$ cat config.mk
export PLATFORM = sky130hd
export DESIGN_NAME = ascii_uart_tx
export DESIGN_NICKNAME = d
export VERILOG_FILES = /design/src/rtl/ascii_uart_tx_pkg.sv /design/src/rtl/ascii_uart_tx_byte.sv /design/src/rtl/ascii_uart_tx.sv
export SDC_FILE = /design/constraint.sdc
export NUM_CORES = 1
export LEC_CHECK = 0
export CAP_MARGIN = 20
export CELL_PAD_IN_SITES_DETAIL_PLACEMENT = 1
export CELL_PAD_IN_SITES_GLOBAL_PLACEMENT = 2
export CORE_ASPECT_RATIO = 1.75
export CORE_MARGIN = 10
export CORE_UTILIZATION = 30
export CTS_BUF_LIST = sky130_fd_sc_hd__clkbuf_8
export CTS_CLUSTER_SIZE = 28
export DETAILED_ROUTE_END_ITERATION = 7
export PLACE_DENSITY = 0.76
export SYNTH_ARGS = -nofsm -noshare
export SYNTH_HDL_FRONTEND = slang
export SYNTH_HIERARCHICAL = 1
export SYNTH_SLANG_ARGS = --single-unit
$ cat constraint.sdc
create_clock -name clk -period 2.5 [get_ports clk]
set_clock_uncertainty 0.1 [all_clocks]
set_input_delay 0.25 -clock clk [delete_from_list [all_inputs] [get_ports clk]]
set_output_delay 0.25 -clock clk [all_outputs]
set_load 0.02 [all_outputs]
$ cat src/rtl/ascii_uart_tx_pkg.sv
// Shared board-test definitions for the ASCII line transmitter.
package ascii_uart_tx_pkg;

    typedef enum logic [1:0] {
        ST_IDLE,
        ST_START,
        ST_DATA,
        ST_STOP
    } tx_state_t;

    localparam logic [7:0]  ASCII_CR   = 8'h0D;
    localparam logic [7:0]  ASCII_LF   = 8'h0A;
    localparam int unsigned LINE_BYTES = 10;

    // Line bytes 0..7 come from the shift register, then CR, then LF.
    function automatic logic [7:0] line_byte(input logic [3:0] idx, input logic [7:0] top);
        if (idx == 4'd8)      return ASCII_CR;
        else if (idx == 4'd9) return ASCII_LF;
        else                  return top;
    endfunction

endpackage

$ cat src/rtl/ascii_uart_tx_byte.sv
// One 8N1 frame serializer; accepts the next byte in the last stop-bit cycle so frames abut.
module uart_tx_byte
    import ascii_uart_tx_pkg::*;
#(
    parameter int unsigned CLKS_PER_BIT = 434
) (
    input  logic       clk,
    input  logic       rst,
    input  logic       byte_valid,
    input  logic [7:0] byte_data,
    output logic       tx,
    output logic       byte_ready
);

    localparam int unsigned      BAUD_W    = $clog2(CLKS_PER_BIT);
    localparam logic [BAUD_W-1:0] BAUD_LAST = BAUD_W'(CLKS_PER_BIT - 1);

    tx_state_t         state, state_n;
    logic [BAUD_W-1:0] baud_cnt, baud_n;
    logic [2:0]        bit_cnt, bit_n;
    logic [7:0]        data, data_n;
    logic              tx_n;
    logic              baud_last;

    assign baud_last  = (baud_cnt == BAUD_LAST);
    assign byte_ready = (state == ST_IDLE) || ((state == ST_STOP) && baud_last);

    always_ff @(posedge clk) begin
        if (rst) begin
            state    <= ST_IDLE;
            baud_cnt <= '0;
            bit_cnt  <= '0;
            data     <= '0;
            tx       <= 1'b1;
        end else begin
            state    <= state_n;
            baud_cnt <= baud_n;
            bit_cnt  <= bit_n;
            data     <= data_n;
            tx       <= tx_n;
        end
    end

    // tx_n is the line level for the cycle after the edge, keeping tx a pure register.
    always_comb begin
        state_n = state;
        baud_n  = baud_cnt;
        bit_n   = bit_cnt;
        data_n  = data;
        tx_n    = tx;
        if (state != ST_IDLE)
            baud_n = baud_last ? '0 : baud_cnt + BAUD_W'(1);
        case (state)
            ST_IDLE: tx_n = 1'b1;
            ST_START: begin
                if (baud_last) begin
                    state_n = ST_DATA;
                    bit_n   = '0;
                    tx_n    = data[0];
                end
            end
            ST_DATA: begin
                if (baud_last) begin
                    if (bit_cnt == 3'd7) begin
                        state_n = ST_STOP;
                        tx_n    = 1'b1;
                    end else begin
                        bit_n  = bit_cnt + 3'd1;
                        data_n = {1'b0, data[7:1]};
                        tx_n   = data[1];
                    end
                end
            end
            ST_STOP: begin
                if (baud_last) begin
                    state_n = ST_IDLE;
                    tx_n    = 1'b1;
                end
            end
            default: state_n = ST_IDLE;
        endcase
        if (byte_ready && byte_valid) begin
            state_n = ST_START;
            baud_n  = '0;
            bit_n   = '0;
            data_n  = byte_data;
            tx_n    = 1'b0;
        end
    end

endmodule

$ cat src/rtl/ascii_uart_tx.sv
// Sends an eight-character ASCII hex word followed by CR LF as one UART text line.
module ascii_uart_tx
    import ascii_uart_tx_pkg::*;
#(
    parameter int unsigned CLKS_PER_BIT = 434
) (
    input  logic        clk,
    input  logic        rst,
    input  logic        start,
    input  logic [63:0] data_in,
    output logic        tx,
    output logic        busy,
    output logic        done
);

    localparam logic [3:0] LAST_BYTE = 4'(LINE_BYTES - 1);

    logic [63:0] shreg;
    logic [3:0]  idx, next_idx;
    logic        byte_valid, byte_ready;
    logic [7:0]  byte_data;
    logic        accept, advance;

    assign next_idx = idx + 4'd1;

    // Byte 0 bypasses the shift register so its start bit begins on the accept edge.
    always_comb begin
        accept     = 1'b0;
        advance    = 1'b0;
        byte_valid = 1'b0;
        byte_data  = data_in[63:56];
        if (!busy) begin
            accept     = start;
            byte_valid = start;
        end else if (byte_ready && idx != LAST_BYTE) begin
            advance    = 1'b1;
            byte_valid = 1'b1;
            byte_data  = line_byte(next_idx, shreg[63:56]);
        end
    end

    always_ff @(posedge clk) begin
        if (rst) begin
            shreg <= '0;
            idx   <= '0;
            busy  <= 1'b0;
            done  <= 1'b0;
        end else begin
            done <= 1'b0;
            if (accept) begin
                shreg <= {data_in[55:0], 8'h00};
                idx   <= '0;
                busy  <= 1'b1;
            end else if (advance) begin
                shreg <= {shreg[55:0], 8'h00};
                idx   <= next_idx;
            end else if (busy && byte_ready) begin
                idx  <= '0;
                busy <= 1'b0;
                done <= 1'b1;
            end
        end
    end

    uart_tx_byte #(.CLKS_PER_BIT(CLKS_PER_BIT)) u_byte (
        .clk        (clk),
        .rst        (rst),
        .byte_valid (byte_valid),
        .byte_data  (byte_data),
        .tx         (tx),
        .byte_ready (byte_ready)
    );

endmodule

### Floorplan with the power grid, run 1

Bar = 20 µm. Pins as bars on the die edge. Tap cells in grey.
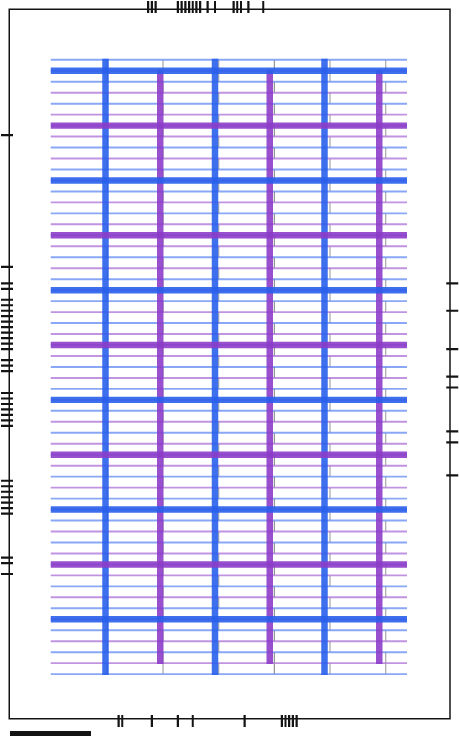
VSS: marked blue. VDD: marked purple.
The core has 56 rows. 6 straps on met4. 174 tap cells.

### Placed cells, one colour a class, run 1

Bar = 20 µm.
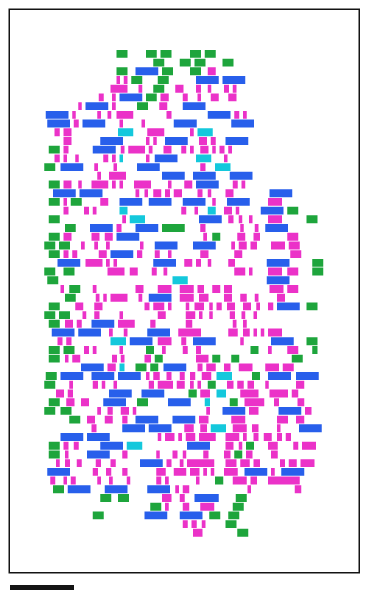
remaining logic cells: marked magenta, cells 351, share of their area 46%. remaining buffers and delay cells: marked green, cells 84, share of their area 16%. clock drivers and dummy loads: marked cyan, cells 16, share of their area 3.5%. registers: marked blue, cells 85, share of their area 34%.

### Clock distribution, run 1

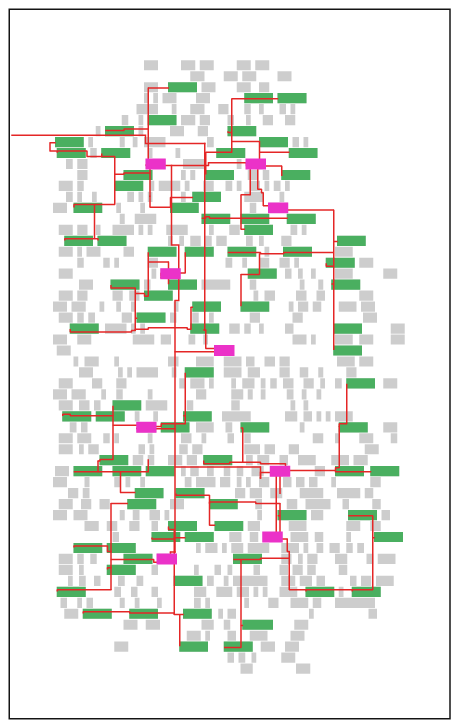
clock-net drivers: marked magenta, count 9. flip-flops: marked green, count 85. clock wires: marked red, length 1220 µm.
There are 10 routed clock nets.

==> Slide: Implementation Results, run 1 <==
Run Summary

Synthesis
  • Post-Syn Instances: 469
  • Aoi share: 26.00%
  • Synth flops: 85
  • Post-synthesis cell area: 4148 µm²
  • Avg Inst Size Synth: 8.844 µm²
  • Area leader share: 41.03%
  • XOR/XNOR Area Share: 1.267%
  • Synth unique cells: 55
  • Commonest flop: dfxtp_1
  • Syn_nets: 549
  • Top cells, area: dfxtp_1, nand2_1, a22oi_1
  • Yosys cell count: 469

Power and ir drop
  • Combinational power share: 34.9%
  • Top Consumer: sequential cells
  • Leak Pwr: 1.859 nW
  • Clock power share: 23.1%
  • Maximum vdd drop: 303.5 µV
  • Overall power: 0.003905 W
  • Cell internal pwr: 0.002492 W
  • Switch share: 36.19%

Setup path
  • Crit Path Class: flip-flop to flip-flop
  • R2r setup slk: 0.20 ns
  • Worst r2r src: u_byte/baud_cnt[1]$_SDFFE_PP0P_
  • CP delay by family, top: AND-OR/OR-AND gates
  • Worst Setup End Kind: flip-flop
  • Reg2reg end: u_byte/state[0]$_SDFFE_PP0P_
  • Max stage delay on crit path: 0.39 ns
  • CP Max Fanout: 7
  • CP Buf/Inv Count: 4

Placed design
  • Placed Area: 4996 µm²
  • Placed insts: 694
  • Dpl hpwl: 9.346 mm
  • Port bufs: 69

Layout
  • Area-dominant class: combinational gates
  • Most frequent cells in the layout: nand2_1, dfxtp_1, clkdlybuf4s50_1
  • Layout Utilization: 38.50%
  • Area Overhead vs Synth: 24.89%
  • ClkCell Share: 3.382%
  • Layout net count: 611
  • Most instantiated logic cell after routing: nand2_1
  • Share of layout cells above drive strength 1: 13.25%
  • Comb area: 2241 µm²
  • Multi-input gates: 343
  • Number of non-clock buffers in the layout: 84
  • Registers: 85
  • Buffer share of cell area: 15.65%

Routing
  • Post-DR wirelength/cell: 17.30 µm
  • Total wire length: 12.29 mm
  • Met1 WL: 4.789 mm
  • Initial DRC Count: 117
  • Final ANT Viol Nets: 0

Global route
  • Met3 Use GR: 3.776%
  • Met1 Use GR: 13.30%
  • Largest net degree at the start of global routing: 50

STA
  • Worst-Margin Slew: 0.7296 ns
  • Final hold slack: 0.2049 ns
  • Setup TNS: 0 ns
  • Tcrit/Tclk final: 91.90%
  • Final number of setup-violating endpoints: 0
  • Hold Vio Cnt, Final: 0
  • Rel. slew slack: 51.28%

CTS
  • CTS tree: yes
  • CTS Hold Bufs: 0
  • CTS Sinks: 85
  • Root buf cell: clkbuf_8
  • CTS H-Tree Depth: 3
  • Post-CTS Setup Repair Bufs: 0
  • Latency at later pin: 0.37 ns
  • Post-CTS sizing: 1

Floorplan
  • Core ar.: 13450 µm²
  • Die width: 108.9 µm
  • Die height: 175.5 µm
  • Row count: 56

Outcome
  • Status: finished clean
-- run 1: sequential cells by signal (all words and copies together), names as in the netlist --
register / cells
u_byte/data: 8
busy: 1
idx: 4
u_byte/baud_cnt: 9
u_byte/bit_cnt: 3
shreg: 56
u_byte/state: 2
u_byte/tx: 1
done: 1
-- run 1: synth_stat cells, types with 8 or more instances --
| cell type | count |
|---|---|
| inv_1 | 8 |
| dfxtp_1 | 85 |
| nand2_1 | 88 |
| nand3_1 | 14 |
| nor2_1 | 33 |
| ha_1 | 13 |
| a21oi_1 | 52 |
| clkbuf_1 | 14 |
| a22oi_1 | 38 |
| a311oi_2 | 11 |
| mux2i_1 | 9 |
### Metal layers overlaid, run 1

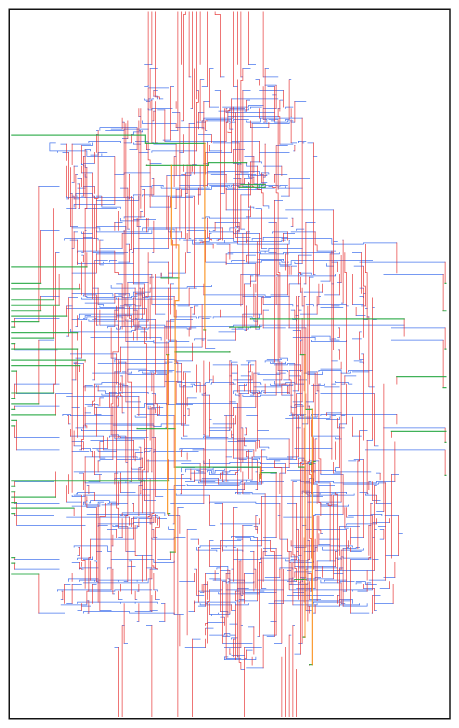

==> inputs of run 2 (changes only) <==
--- a/config.mk
+++ b/config.mk
@@ -14,6 +14,7 @@
 export CTS_BUF_LIST = sky130_fd_sc_hd__clkbuf_8
 export CTS_CLUSTER_SIZE = 28
 export DETAILED_ROUTE_END_ITERATION = 7
+export GPL_TIMING_DRIVEN = 0
 export PLACE_DENSITY = 0.76
 export SYNTH_ARGS = -nofsm -noshare
 export SYNTH_HDL_FRONTEND = slang
### Metal layers overlaid, run 2

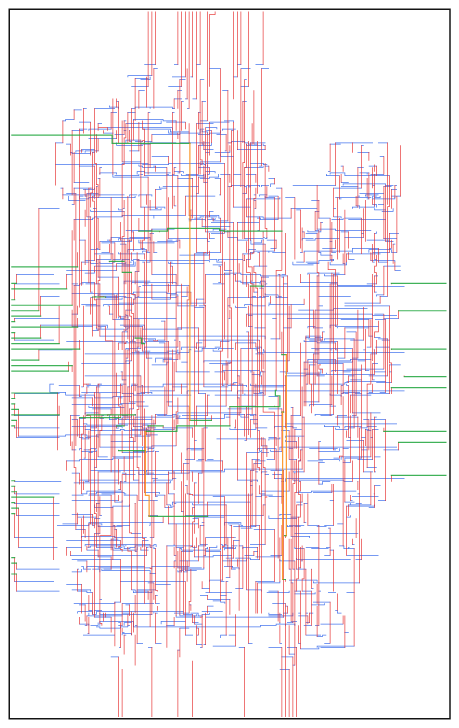
M3: marked green, wire length 495 µm. M2: marked red, wire length 7590 µm. M4: marked orange, wire length 177 µm. M1: marked blue, wire length 4910 µm.

==> Slide: Implementation Results, run 2 <==
Run Summary

Placed design
  • Dpl hpwl: 10.46 mm

Synthesis
  • Synth flops: 85
  • Post-Syn Instances: 469
  • Synth unique cells: 55
  • Top cells, area: dfxtp_1, nand2_1, a22oi_1
  • Area leader share: 41.03%
  • Post-synthesis cell area: 4148 µm²
  • Yosys cell count: 469
  • Synth top cell by count: nand2_1
  • Commonest flop: dfxtp_1

Layout
  • Area Overhead vs Synth: 32.67%
  • ClkCell Share: 3.934%
  • Nonclk inv count: 8
  • Number of non-clock buffers in the layout: 111
  • Layout Utilization: 40.90%
  • Largest reg by FF count: shreg
  • Most frequent cells in the layout: nand2_1, dfxtp_1, clkdlybuf4s50_1
  • Comb area: 2320 µm²
  • Area-dominant class: combinational gates
  • Registers: 85
  • Buffer share of cell area: 18.12%
  • Max reg flops: 56
  • Share of layout cells above drive strength 1: 17.41%

Setup path
  • Worst Setup End Kind: flip-flop
  • Crit Path Class: flip-flop to flip-flop
  • R2r setup slk: 0.12 ns
  • Reg2reg end: u_byte/data[0]$_SDFFE_PP0P_
  • Max stage delay on crit path: 0.38 ns

Outcome
  • Status: finished clean

CTS
  • Root buf cell: clkbuf_8
  • Post-CTS sizing: 13
  • Latency at later pin: 0.36 ns
  • CTS tree: yes
  • CTS H-Tree Depth: 3
  • Post-CTS Setup Repair Bufs: 5
  • CTS Sinks: 85

STA
  • Setup TNS: 0 ns
  • Worst-Margin Slew: 0.7260 ns
  • Hold Vio Cnt, Final: 0
  • Final hold slack: 0.3296 ns
  • Final number of setup-violating endpoints: 0
  • Tcrit/Tclk final: 95.19%
  • Rel. slew slack: 51.60%

Routing
  • Post-DR wirelength/cell: 17.88 µm
  • Final ANT Viol Nets: 0
  • Initial DRC Count: 131
  • Met1 WL: 4.911 mm

Global route
  • Met1 Use GR: 14.15%
  • Met3 Use GR: 3.482%
  • Largest net degree at the start of global routing: 15

Power and ir drop
  • Maximum vdd drop: 298.2 µV
  • Leak Pwr: 1.970 nW

Floorplan
  • Die height: 175.5 µm
  • Row count: 56
[run 2: cells by family after synthesis]
kind of cell | synth area share (%)
buffers and inverters | 5.761
AOI/OAI and AO/OA | 26.00
xor gates and xnor gates | 1.267
and+or+nand+nor | 19.58
DFF | 41.03
adders and majority gates | 3.922
muxes | 2.444
[run 2: metrics by stage]
step                      area, µm²  power [W]  instances
after floorplan                4184   0.002671        469
after global placement         5092   0.003090        712
after detailed placement       5092   0.003131        712
after CTS                      5391   0.004329        733
after global routing           5503   0.004622        737
final                          5503   0.004343        737
[run 2: report_power, final]
part / switching, W / internal [W]
logic: 0.000893 / 0.000736
clock network: 0.000513 / 0.000559
registers: 0.000112 / 0.00153
total: 0.00152 / 0.00283
==> inputs of run 3 (changes only) <==
--- a/config.mk
+++ b/config.mk
@@ -12,6 +12,7 @@
 export CORE_MARGIN = 10
 export CORE_UTILIZATION = 30
 export CTS_BUF_LIST = sky130_fd_sc_hd__clkbuf_8
+export CTS_CLUSTER_DIAMETER = 60
 export CTS_CLUSTER_SIZE = 28
 export DETAILED_ROUTE_END_ITERATION = 7
 export GPL_TIMING_DRIVEN = 0
### Placed cells, one colour a class, run 3

Bar = 20 µm.
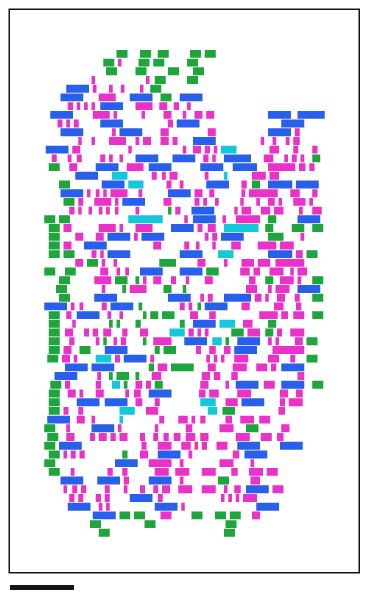
clock drivers and dummy loads: marked cyan, cells 16, share of their area 4.1%. registers: marked blue, cells 85, share of their area 32%. remaining buffers and delay cells: marked green, cells 111, share of their area 19%. remaining logic cells: marked magenta, cells 351, share of their area 45%.

==> Slide: Implementation Results, run 3 <==
Run Summary

Synthesis
  • Top cells, area: dfxtp_1, nand2_1, a22oi_1
  • Post-synthesis cell area: 4148 µm²
  • Avg Inst Size Synth: 8.844 µm²
  • Synth flops: 85
  • Synth unique cells: 55
  • Yosys cell count: 469
  • Area leader share: 41.03%
  • Synth top cells by count: nand2_1, dfxtp_1, a21oi_1
  • Post-Syn Instances: 469
  • Syn_nets: 549

Global route
  • Met1 Use GR: 14.15%
  • Met3 Use GR: 3.482%
  • Largest net degree at the start of global routing: 15
  • Met2 Resource Use GR: 27.33%

CTS
  • CTS buffer count: 9
  • CTS tree: yes
  • CTS H-Tree Depth: 3
  • Latency at later pin: 0.36 ns
  • Post-CTS sizing: 13
  • Post-CTS Setup Repair Bufs: 5
  • CTS Hold Bufs: 0
  • CTS Sinks: 85
  • Root buf cell: clkbuf_8

Setup path
  • Worst R2R Path Depth: 12
  • CP delay by family, top: AND-OR/OR-AND gates
  • Worst setup SP type: flip-flop
  • CP Buf/Inv Count: 4
  • Crit-path cells: inv_2, ha_4, clkbuf_8, a21o_1, and2_4, a21oi_4, inv_6, nand2_4, o31a_1, buf_6, nor2_2, a211oi_2
  • Crit Path Class: flip-flop to flip-flop
  • R2r setup slk: 0.12 ns
  • Reg2reg end: u_byte/data[0]$_SDFFE_PP0P_
  • Worst r2r src: u_byte/state[1]$_SDFFE_PP0P_
  • Worst Setup End Kind: flip-flop
  • Max stage delay on crit path: 0.38 ns

Power and ir drop
  • Seq pwr share: 37.8%
  • Cell internal pwr: 0.002825 W
  • Top Consumer: sequential cells
  • Switch share: 34.95%
  • Overall power: 0.004343 W
  • Comb power: 0.00163 W
  • Pwr Density: 789.3 nW/µm²
  • Leak Pwr: 1.970 nW
  • Combinational power share: 37.5%
  • Maximum vdd drop: 298.2 µV
  • Clock Power: 0.00107 W
  • Total net switching power: 0.001518 W
  • Clock power share: 24.7%

Layout
  • Most instantiated logic cell after routing: nand2_1
  • Flop share of the area: 31.20%
  • Area-dominant class: combinational gates
  • Area Overhead vs Synth: 32.67%
  • Leading registers by flop count: shreg: 56 flops, u_byte/baud_cnt: 9 flops, u_byte/data: 8 flops
  • Nonclk inv count: 8
  • Non-filler cells, final: 737
  • Largest reg by FF count: shreg
  • Most frequent cells in the layout: nand2_1, dfxtp_1, clkdlybuf4s50_1
  • Max reg flops: 56
  • Registers: 85
  • Buffer share of cell area: 18.12%
  • Layout Utilization: 40.90%
  • Final instance area: 5503 µm²
  • Share of layout cells above drive strength 1: 17.41%
  • ClkCell Share: 3.934%
  • Multi-input gates: 343

Routing
  • Final ANT Viol Nets: 0
  • Initial DRC Count: 131
  • Met1 WL: 4.911 mm
  • Post-DR wirelength/cell: 17.88 µm

STA
  • Rel. slew slack: 51.60%
  • Setup TNS: 0 ns
  • Worst-Margin Slew: 0.7260 ns
  • Final number of setup-violating endpoints: 0
  • Hold Vio Cnt, Final: 0
  • Tcrit/Tclk final: 95.19%
  • Final hold slack: 0.3296 ns

Placed design
  • Placed Area: 5092 µm²
  • Dpl hpwl: 10.46 mm
  • Port bufs: 69
  • Placed insts: 712

Floorplan
  • Die width: 108.9 µm
  • Die height: 175.5 µm
  • Row count: 56
  • Core ar.: 13450 µm²

Outcome
  • Status: finished clean

Hold path
  • Hold Path End: shreg[12]$_SDFFE_PP0P_
run 3: cell counts after synthesis:
No cell type changed its count.
run 3: cell families (layout without fill, tap and decap cells):
| kind of cell | count (synthesis) | in the layout | share of synthesized area, % |
|---|---|---|---|
| AOI/OAI and AO/OA | 142 | 142 | 26.00 |
| xor gates and xnor gates | 6 | 6 | 1.267 |
| adders and majority gates | 13 | 13 | 3.922 |
| buffers and inverters | 41 | 135 | 5.761 |
| DFF | 85 | 85 | 41.03 |
| muxes | 10 | 10 | 2.444 |
| and+or+nand+nor | 172 | 172 | 19.58 |
No activity file was given, so power comes from the tool's default toggle rates.
